`config.mk`:
```
export PLATFORM = sky130hd
export DESIGN_NAME = imem_access_arbiter
export DESIGN_NICKNAME = d
export VERILOG_FILES = /design/src/rtl/imem_access_arbiter.sv
export SDC_FILE = /design/constraint.sdc
export NUM_CORES = 1
export LEC_CHECK = 0
export CAP_MARGIN = 20
export CORE_UTILIZATION = 40
export CTS_CLUSTER_DIAMETER = 100
export DETAILED_ROUTE_END_ITERATION = 8
export PLACE_DENSITY = 0.75
export SLEW_MARGIN = 5
export SYNTH_ARGS = -nofsm -noshare
export SYNTH_HDL_FRONTEND = slang
export SYNTH_SLANG_ARGS = --single-unit
```
`constraint.sdc`:
```
create_clock -name clk -period 2.3 [get_ports clk]
set_input_delay 0.46 -clock clk [delete_from_list [all_inputs] [get_ports clk]]
set_output_delay 0.46 -clock clk [all_outputs]
set_load 0.01 [all_outputs]
```
`src/rtl/imem_access_arbiter.sv`:
```
// imem_access_arbiter: round-robin fetch/loader arbiter that range-checks byte
// addresses and sequences fixed-latency accesses to a single-port instruction memory.
module imem_access_arbiter #(
    parameter logic [31:0] BASE_ADDR  = 32'h0040_0000,
    parameter int          DEPTH      = 256,
    parameter int          RD_LATENCY = 1
) (
    input  logic                     clk,
    input  logic                     rst_n,
    input  logic                     fetch_req,
    input  logic [31:0]              fetch_addr,
    output logic                     fetch_gnt,
    output logic                     fetch_valid,
    output logic [31:0]              fetch_instr,
    output logic                     fetch_err,
    input  logic                     ld_req,
    input  logic                     ld_we,
    input  logic [31:0]              ld_addr,
    input  logic [31:0]              ld_wdata,
    output logic                     ld_gnt,
    output logic                     ld_valid,
    output logic [31:0]              ld_rdata,
    output logic                     ld_err,
    output logic                     mem_en,
    output logic                     mem_we,
    output logic [$clog2(DEPTH)-1:0] mem_addr,
    output logic [31:0]              mem_wdata,
    input  logic [31:0]              mem_rdata,
    output logic [31:0]              fetch_count
);
    localparam int          AW   = $clog2(DEPTH);
    localparam logic [31:0] SPAN = 32'(4 * DEPTH);

    typedef enum logic [1:0] {IDLE, ISSUE, WAIT, RESP} state_t;

    state_t            state_q, state_d;
    logic              is_ld_q, is_ld_d;
    logic              prefer_ld_q, prefer_ld_d;
    logic [2:0]        cnt_q, cnt_d;
    logic              fetch_valid_q, fetch_valid_d;
    logic [31:0]       fetch_instr_q, fetch_instr_d;
    logic              fetch_err_q, fetch_err_d;
    logic              ld_valid_q, ld_valid_d;
    logic [31:0]       ld_rdata_q, ld_rdata_d;
    logic              ld_err_q, ld_err_d;
    logic              mem_en_q, mem_en_d;
    logic              mem_we_q, mem_we_d;
    logic [AW-1:0]     mem_addr_q, mem_addr_d;
    logic [31:0]       mem_wdata_q, mem_wdata_d;
    logic [31:0]       fetch_count_q, fetch_count_d;
    logic [31:0]       sel_addr, off;
    logic              addr_ok;

    // Grants are combinational in IDLE and forced low while reset is asserted.
    assign fetch_gnt = rst_n && state_q == IDLE && fetch_req && (!ld_req || !prefer_ld_q);
    assign ld_gnt    = rst_n && state_q == IDLE && ld_req && (!fetch_req || prefer_ld_q);
    assign sel_addr  = ld_gnt ? ld_addr : fetch_addr;
    assign off       = sel_addr - BASE_ADDR;
    assign addr_ok   = sel_addr[1:0] == 2'b00 && sel_addr >= BASE_ADDR && off < SPAN;

    always_comb begin
        state_d       = state_q;
        is_ld_d       = is_ld_q;
        prefer_ld_d   = prefer_ld_q;
        cnt_d         = cnt_q;
        mem_addr_d    = mem_addr_q;
        mem_wdata_d   = mem_wdata_q;
        fetch_valid_d = 1'b0;
        fetch_instr_d = '0;
        fetch_err_d   = 1'b0;
        ld_valid_d    = 1'b0;
        ld_rdata_d    = '0;
        ld_err_d      = 1'b0;
        mem_en_d      = 1'b0;
        mem_we_d      = 1'b0;
        case (state_q)
            IDLE: if (fetch_gnt || ld_gnt) begin
                is_ld_d     = ld_gnt;
                prefer_ld_d = fetch_gnt;
                mem_addr_d  = off[AW+1:2];
                mem_wdata_d = ld_gnt ? ld_wdata : '0;
                if (addr_ok) begin
                    state_d  = ISSUE;
                    mem_en_d = 1'b1;
                    mem_we_d = ld_gnt && ld_we;
                end else begin
                    state_d       = RESP;
                    fetch_valid_d = fetch_gnt;
                    fetch_err_d   = fetch_gnt;
                    ld_valid_d    = ld_gnt;
                    ld_err_d      = ld_gnt;
                end
            end
            ISSUE: if (mem_we_q) begin
                state_d       = RESP;
                fetch_valid_d = !is_ld_q;
                ld_valid_d    = is_ld_q;
            end else begin
                state_d = WAIT;
                cnt_d   = 3'(RD_LATENCY - 1);
            end
            WAIT: if (cnt_q == '0) begin
                state_d       = RESP;
                fetch_valid_d = !is_ld_q;
                fetch_instr_d = is_ld_q ? '0 : mem_rdata;
                ld_valid_d    = is_ld_q;
                ld_rdata_d    = is_ld_q ? mem_rdata : '0;
            end else begin
                cnt_d = cnt_q - 3'd1;
            end
            default: state_d = IDLE;
        endcase
        // Count lands in the same cycle the good fetch response becomes visible.
        fetch_count_d = (fetch_valid_d && !fetch_err_d && fetch_count_q != '1) ? fetch_count_q + 32'd1 : fetch_count_q;
    end

    always_ff @(posedge clk or negedge rst_n) begin
        if (!rst_n) begin
            state_q       <= IDLE;
            is_ld_q       <= 1'b0;
            prefer_ld_q   <= 1'b0;
            cnt_q         <= '0;
            fetch_valid_q <= 1'b0;
            fetch_instr_q <= '0;
            fetch_err_q   <= 1'b0;
            ld_valid_q    <= 1'b0;
            ld_rdata_q    <= '0;
            ld_err_q      <= 1'b0;
            mem_en_q      <= 1'b0;
            mem_we_q      <= 1'b0;
            mem_addr_q    <= '0;
            mem_wdata_q   <= '0;
            fetch_count_q <= '0;
        end else begin
            state_q       <= state_d;
            is_ld_q       <= is_ld_d;
            prefer_ld_q   <= prefer_ld_d;
            cnt_q         <= cnt_d;
            fetch_valid_q <= fetch_valid_d;
            fetch_instr_q <= fetch_instr_d;
            fetch_err_q   <= fetch_err_d;
            ld_valid_q    <= ld_valid_d;
            ld_rdata_q    <= ld_rdata_d;
            ld_err_q      <= ld_err_d;
            mem_en_q      <= mem_en_d;
            mem_we_q      <= mem_we_d;
            mem_addr_q    <= mem_addr_d;
            mem_wdata_q   <= mem_wdata_d;
            fetch_count_q <= fetch_count_d;
        end
    end

    assign fetch_valid = fetch_valid_q;
    assign fetch_instr = fetch_instr_q;
    assign fetch_err   = fetch_err_q;
    assign ld_valid    = ld_valid_q;
    assign ld_rdata    = ld_rdata_q;
    assign ld_err      = ld_err_q;
    assign mem_en      = mem_en_q;
    assign mem_we      = mem_we_q;
    assign mem_addr    = mem_addr_q;
    assign mem_wdata   = mem_wdata_q;
    assign fetch_count = fetch_count_q;
endmodule

```
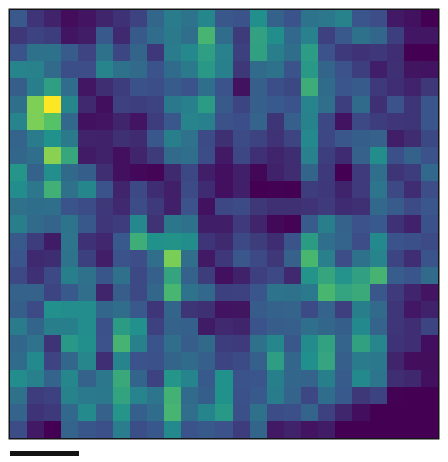
(images/route_heat.png)
The bar under the picture is 20 µm long. The die is cut into 25 by 25 equal tiles; dark purple is low, yellow is high, scaled to the fullest tile. Values are wire area over tile area, all layers added.
mean over tiles = 0.17
fullest tile = 0.63
tiles over half the peak = 7.7%
nearly empty tiles = 3.8%

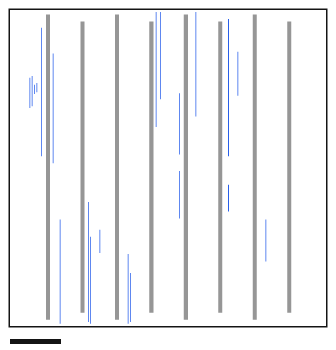
(images/m4.png)
The bar under the picture is 20 µm long. Supply wires on this layer in gray.
main direction = vertical
nets with wire on the layer = 17
share of all routed wire = 3.4%
wire length reported by the detailed router: 16,700 µm
DR vias: 5,035

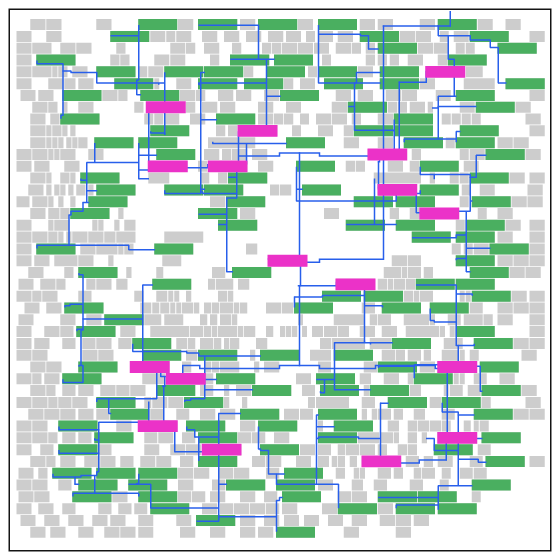
(images/clock_wires.png)
blue -> clock wires  # length 1,810 µm
green -> flip-flops  # count 149
magenta -> clock-net drivers  # count 17
routed clock nets = 18
part of the total power dissipated in the clock network: 0.266
Setup Skew: 9.30 ps
power in the clock group: 2660 µW
clk_lat worst skew: 410 ps

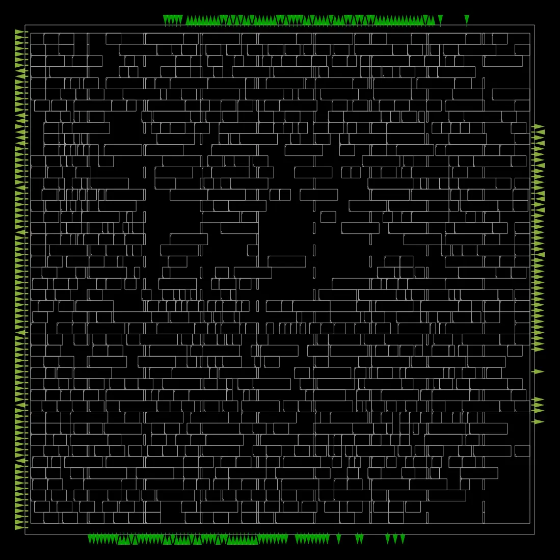
(images/placed.png)
fill cell count: 1,081
post-route non-filler standard cell count: 982
Seq area share: 0.385
FFs & Latches: 149
utilization after layout: 0.664

==> impl_metrics.json <==
{
  "run_status": "complete, no violations",
  "synth_area_per_cell_um2": 12.1,
  "root_buffer": "sky130_fd_sc_hd__clkbuf_16",
  "port-buffer-count": 276,
  "max_freq_ghz": 0.445,
  "placedCellCount": 951,
  "synth.net_count": 634,
  "cp.buffers_inverters": 3,
  "dp_hpwl_um": 11900,
  "fp.dieH_um": 124,
  "critical_path_arrival_ps": 2580,
  "rr_worst_depth": 9,
  "worst_setup_path_startpoint": "fetch_addr[27]",
  "num_io_pins": 277,
  "final-max-slew-violation-count": 0,
  "clk_pin_slew_ps": 60,
  "number_of_buffers_created_by_cts": 17,
  "synth-seq-area-share": 0.622,
  "power_per_cell_area_mw_per_mm2": 1030,
  "edf_count": 0,
  "p_sw_frac": 0.297,
  "cts_tree": "built",
  "worst_hold_slack_ps": 191,
  "max_cap_viol_count": 0,
  "switching_power_uw": 2970,
  "met2_resource_use_gr": 0.383,
  "detail_route.first_pass.iterations": 5,
  "drt_iter0_drc": 340,
  "core_mm2": 0.0146
}
cells by family after synthesis:
kind of cell	after synthesis	synth area share
compound gates	56	0.0720
xor+xnor	31	0.0453
fa+ha+maj	7	0.0146
buf+inv	38	0.0344
flops	149	0.622
mux	2	0.00376
simple gates	211	0.208
cell type report:
class | instances | area [µm²] | area share
Multi-Input combinational cell | 307 | 2140 | 0.221
Timing Repair Buffer | 302 | 2990 | 0.309
Clock buffer | 25 | 485 | 0.0501
Sequential cell | 149 | 3730 | 0.385
Tap cell | 184 | 230 | 0.0238
Inverter | 11 | 41.3 | 0.00426
Clock inverter | 4 | 72.6 | 0.00749
routing by layer:
metal / routed length (µm) / vias to the layer above
met5: 0 / -
met4: 558 / 0
met3: 959 / 42
met2: 8550 / 228
met1: 6590 / 2454
li1: - / 2311
Power and IR drop assume default switching activity.
